## config.mk

```make
export PLATFORM = sky130hd
export DESIGN_NAME = regfile_sb
export DESIGN_NICKNAME = d
export VERILOG_FILES = /design/src/rtl/regfile_sb.sv
export SDC_FILE = /design/constraint.sdc
export NUM_CORES = 1
export LEC_CHECK = 0
export CAP_MARGIN = 10
export CORE_UTILIZATION = 38
export CTS_CLUSTER_DIAMETER = 150
export DETAILED_ROUTE_END_ITERATION = 8
export REMOVE_ABC_BUFFERS = 1
export SLEW_MARGIN = 20
export SYNTH_ARGS = -nofsm -noshare
export SYNTH_HDL_FRONTEND = slang
export SYNTH_HIERARCHICAL = 1
export SYNTH_SLANG_ARGS = --single-unit
```

## constraint.sdc

```tcl
create_clock -name clk_i -period 3.5 [get_ports clk_i]
set_clock_uncertainty 0.2 [all_clocks]
set_input_delay 1.05 -clock clk_i [delete_from_list [all_inputs] [get_ports clk_i]]
set_output_delay 1.05 -clock clk_i [all_outputs]
set_load 0.05 [all_outputs]
```

## src/rtl/regfile_sb.sv

```systemverilog
// regfile_sb
//   Parametrised register file with a scoreboard. It sits between decode and
//   writeback. It has one synchronous write port and two combinational read
//   ports (S and T), and each read port has an optional same-cycle write
//   bypass. It also holds a conditional-bit (CB) flag and one busy bit per
//   register, which track in-flight producers so that decode can stall.
//
//   Parameters
//     DATA_W   register width
//     ADDR_W   address width, DEPTH = 2**ADDR_W
//     ZERO_REG 1: r0 reads as zero, ignores writes, never becomes busy
//     BYPASS   1: the current-cycle write / CB write is forwarded to outputs
//
//   Ports
//     clk_i, rst_i                 clock, async active-high reset
//     write_i/_addr_i/_data_i      register write port (writeback)
//     write_CB_i, cb_data_i        CB write port
//     cb_data_o                    CB value
//     rs_addr_i/rs_data_o          read port S
//     rt_addr_i/rt_data_o          read port T
//     reserve_i, reserve_addr_i    mark a register busy (decode issue)
//     rs_busy_o, rt_busy_o         operand of S / T still pending
//     busy_count_o                 number of busy registers

// ---------------------------------------------------------------------------
// One register entry. It holds the data word and the busy bit.
// ---------------------------------------------------------------------------
module regfile_sb_entry #(
  parameter int DATA_W = 8
) (
  input  logic              clk_i,
  input  logic              rst_i,
  input  logic              wr,      // write hits this entry (already qualified)
  input  logic [DATA_W-1:0] wdata,
  input  logic              res,     // reserve hits this entry (already qualified)
  output logic [DATA_W-1:0] data,
  output logic              busy
);

  always_ff @(posedge clk_i or posedge rst_i) begin
    if (rst_i)   data <= '0;
    else if (wr) data <= wdata;
  end

  // A reserve on the same edge as a write means a newer producer has been
  // issued. The register must therefore stay busy, so reserve wins.
  always_ff @(posedge clk_i or posedge rst_i) begin
    if (rst_i)     busy <= 1'b0;
    else if (res)  busy <= 1'b1;
    else if (wr)   busy <= 1'b0;
  end

endmodule

// ---------------------------------------------------------------------------
// One read port. It selects the stored data and busy bit, and it forwards
// the current-cycle write when BYPASS is set.
// ---------------------------------------------------------------------------
module regfile_sb_rdport #(
  parameter int DATA_W   = 8,
  parameter int ADDR_W   = 3,
  parameter int ZERO_REG = 0,
  parameter int BYPASS   = 1
) (
  input  logic [ADDR_W-1:0]                    addr,
  input  logic [(1<<ADDR_W)-1:0][DATA_W-1:0]   regs,
  input  logic [(1<<ADDR_W)-1:0]               busy_vec,
  input  logic                                 write,
  input  logic [ADDR_W-1:0]                    waddr,
  input  logic [DATA_W-1:0]                    wdata,
  output logic [DATA_W-1:0]                    data,
  output logic                                 busy
);

  logic is_zero;
  logic fwd;

  assign is_zero = (ZERO_REG != 0) && (addr == '0);
  assign fwd     = (BYPASS != 0) && write && (waddr == addr);

  always_comb begin
    data = regs[addr];
    busy = busy_vec[addr];
    if (fwd) begin
      // The value is arriving this cycle, so the operand is not pending.
      data = wdata;
      busy = 1'b0;
    end
    if (is_zero) begin
      data = '0;
      busy = 1'b0;
    end
  end

endmodule

// ---------------------------------------------------------------------------
// Top level
// ---------------------------------------------------------------------------
module regfile_sb #(
  parameter int DATA_W   = 8,
  parameter int ADDR_W   = 3,
  parameter int ZERO_REG = 0,
  parameter int BYPASS   = 1
) (
  input  logic              clk_i,
  input  logic              rst_i,
  input  logic              write_i,
  input  logic [ADDR_W-1:0] write_addr_i,
  input  logic [DATA_W-1:0] write_data_i,
  input  logic              write_CB_i,
  input  logic              cb_data_i,
  output logic              cb_data_o,
  input  logic [ADDR_W-1:0] rs_addr_i,
  output logic [DATA_W-1:0] rs_data_o,
  input  logic [ADDR_W-1:0] rt_addr_i,
  output logic [DATA_W-1:0] rt_data_o,
  input  logic              reserve_i,
  input  logic [ADDR_W-1:0] reserve_addr_i,
  output logic              rs_busy_o,
  output logic              rt_busy_o,
  output logic [ADDR_W:0]   busy_count_o
);

  localparam int DEPTH = 1 << ADDR_W;
  localparam int CNT_W = ADDR_W + 1;
  localparam int NPORT = 2;

  logic [DEPTH-1:0][DATA_W-1:0] regs;
  logic [DEPTH-1:0]             busy;
  logic [DEPTH-1:0]             wr_hit;
  logic [DEPTH-1:0]             res_hit;

  // Reserves of r0 are dropped when r0 is hard-wired, so the count never
  // includes r0.
  logic res_eff;
  assign res_eff = reserve_i && !((ZERO_REG != 0) && (reserve_addr_i == '0));

  // -------------------------------------------------------------------------
  // Register entries
  // -------------------------------------------------------------------------
  for (genvar i = 0; i < DEPTH; i++) begin : g_ent
    logic is_r0_fixed;
    assign is_r0_fixed = (ZERO_REG != 0) && (i == 0);
    assign wr_hit[i]   = write_i && (write_addr_i == ADDR_W'(i)) && !is_r0_fixed;
    assign res_hit[i]  = res_eff && (reserve_addr_i == ADDR_W'(i));

    regfile_sb_entry #(.DATA_W(DATA_W)) u_ent (
      .clk_i (clk_i),
      .rst_i (rst_i),
      .wr    (wr_hit[i]),
      .wdata (write_data_i),
      .res   (res_hit[i]),
      .data  (regs[i]),
      .busy  (busy[i])
    );
  end

  // -------------------------------------------------------------------------
  // Read ports: index 0 = S, 1 = T
  // -------------------------------------------------------------------------
  logic [NPORT-1:0][ADDR_W-1:0] rd_addr;
  logic [NPORT-1:0][DATA_W-1:0] rd_data;
  logic [NPORT-1:0]             rd_busy;

  assign rd_addr[0] = rs_addr_i;
  assign rd_addr[1] = rt_addr_i;

  for (genvar p = 0; p < NPORT; p++) begin : g_rd
    regfile_sb_rdport #(
      .DATA_W   (DATA_W),
      .ADDR_W   (ADDR_W),
      .ZERO_REG (ZERO_REG),
      .BYPASS   (BYPASS)
    ) u_rd (
      .addr     (rd_addr[p]),
      .regs     (regs),
      .busy_vec (busy),
      .write    (write_i),
      .waddr    (write_addr_i),
      .wdata    (write_data_i),
      .data     (rd_data[p]),
      .busy     (rd_busy[p])
    );
  end

  assign rs_data_o = rd_data[0];
  assign rt_data_o = rd_data[1];
  assign rs_busy_o = rd_busy[0];
  assign rt_busy_o = rd_busy[1];

  // -------------------------------------------------------------------------
  // CB flag
  // -------------------------------------------------------------------------
  logic cb;

  always_ff @(posedge clk_i or posedge rst_i) begin
    if (rst_i)           cb <= 1'b0;
    else if (write_CB_i) cb <= cb_data_i;
  end

  assign cb_data_o = ((BYPASS != 0) && write_CB_i) ? cb_data_i : cb;

  // -------------------------------------------------------------------------
  // Busy count, maintained incrementally.
  //   inc: a reserve sets a bit that is currently clear.
  //   dec: a write clears a set bit, unless a reserve to the same address
  //        keeps that bit set.
  // For the same address, the reserve case gives +1 when the bit was clear
  // and 0 when it was already busy. r0 cannot become busy when it is
  // hard-wired, so a write to r0 cannot decrement the count.
  // -------------------------------------------------------------------------
  logic             inc;
  logic             dec;
  logic [CNT_W-1:0] cnt;

  assign inc = res_eff && !busy[reserve_addr_i];
  assign dec = write_i && busy[write_addr_i] &&
               !(res_eff && (reserve_addr_i == write_addr_i));

  always_ff @(posedge clk_i or posedge rst_i) begin
    if (rst_i) cnt <= '0;
    else       cnt <= cnt + {{ADDR_W{1'b0}}, inc} - {{ADDR_W{1'b0}}, dec};
  end

  assign busy_count_o = cnt;

endmodule

```

Fig. 1: clock wiring as the flow saved it
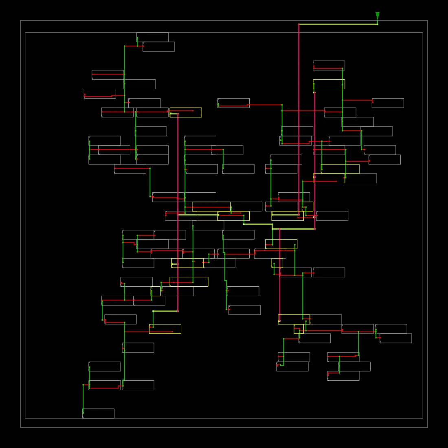
total CTS buffers: 9
clock buffers: 9

Fig. 2: wiring heat map
Drawn at 3 px/µm. The die is cut into 24 by 24 equal tiles; dark purple is low, yellow is high, scaled to the fullest tile. Values are wire area over tile area, all layers added.
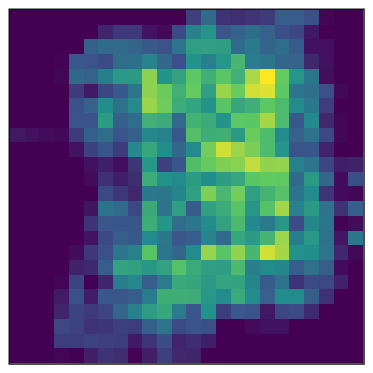
emptiest ninth of the die: west
fullest tile: 0.59
nearly empty tiles: 29%
mean over tiles: 0.17
tiles over half the peak: 24%
drt wl/cell: 23.9 µm
vias after detailed routing: 3332
gr usage total: 0.220
WL final: 14400 µm

==> reports/qor.txt <==
Failing checks -> setup timing
Worst setup margin -> -0.331 ns
Worst path max stage delay -> 0.48 ns
Crit-path cells -> buf_12 -> buf_12 -> buf_6 -> mux4_2 -> mux2_4 -> mux2_4 -> buf_8
Fin. Hold Viols -> 0
Yosys chip area -> 0.00509 mm²
Clock share of power -> 0.269
Relative slew slack -> 0.662
Sw Pwr -> 1330 µW
Final ANT Viol Nets -> 0
CTS tree -> yes
Initial DRT Pass Iterations -> 4
Asr flop ratio synth -> 1.00
Pint -> 2730 µW
Routing usage on met3 -> 0.0349
Endpoints failing setup -> 18
CP bufs+invs -> 4
Chip area -> 0.0139 mm²
Chip width -> 118 µm
Tally of OpenROAD warnings -> 27
Worst-path clk slew -> 0.06 ns
Top cells by count -> mux2_4 (78), dfrtp_1 (77), mux2_2 (25), inv_1 (23), mux4_1 (22)
Worst-skew pair later-pin latency -> 0.34 ns
GPL Wtd Cong -> 0.804
Status -> finished with violations
Number of max-cap violations -> 0
Power per cell area -> 599 mW/mm²
Top cells by area -> dfrtp_1 (38%), mux2_4 (23%), mux4_1 (11%), mux4_2 (6.6%), mux2_2 (5.5%)
Placed insts -> 571
Top comb family, area -> multiplexers
Num Clock Sinks -> 77
WHS -> 0.297 ns
-- final timing paths --
path,start,end,slack [ns],depth (start not counted)
max,rt_addr_i[0],rt_data_o[1],-0.33,7
min,cb$_DFF_PP0_,cb$_DFF_PP0_,0.30,1
max reg2reg,g_ent[2].u_ent/busy$_DFFE_PP0P_,busy_count_o[2]$_DFF_PP0_,1.03,9
min reg2reg,cb$_DFF_PP0_,cb$_DFF_PP0_,0.30,1
max in group asynchronous,rst_i,g_ent[5].u_ent/data[1]$_DFFE_PP0P_,1.60,2
min in group asynchronous,rst_i,busy_count_o[1]$_DFF_PP0_,1.02,2
-- layout make-up --
type	count	area, µm²	share of cell area
multi-input combinational	207	2910	0.430
sequential	77	1930	0.285
timing repair buffer	108	1280	0.190
clock buffer	9	225	0.0333
tap	172	215	0.0318
clock inverter	7	123	0.0181
inverter	23	86.3	0.0128
-- flip-flops by register name, summed over array words and instances (netlist names) --
name / count
g_ent.u_ent/data: 64
cb: 1
g_ent.u_ent/busy: 8
busy_count_o: 4
-- metal layers --
| metal | up-vias | part of all wire | wire, µm |
|---|---|---|---|
| met5 | - | 0 | 0 |
| met4 | 0 | 0.022 | 321 |
| met3 | 21 | 0.060 | 870 |
| li1 | 1419 | - | - |
| met2 | 131 | 0.49 | 7020 |
| met1 | 1761 | 0.43 | 6230 |
-- power groups by stage --
stage | combinational, µW | clock (µW) | sequential (µW)
2_1_floorplan | 990 | 0 | 1310
3_3_place_gp | 1430 | 0 | 1300
3_5_place_dp | 1450 | 0 | 1300
4_1_cts | 1640 | 1100 | 1300
5_1_grt | 1730 | 1140 | 1340
6_report | 1650 | 1090 | 1310
-- what timing repair did --
action | CTS | global route
setup endpoints to repair | 20 | 20
pin swaps | 1 | 2
resized | 111 | 6
gates cloned | 9 | 0
hold buffers | 0 | 0
buffers inserted | 7 | 0
Power figures rest on the tool's default switching activity, not on a simulated workload.
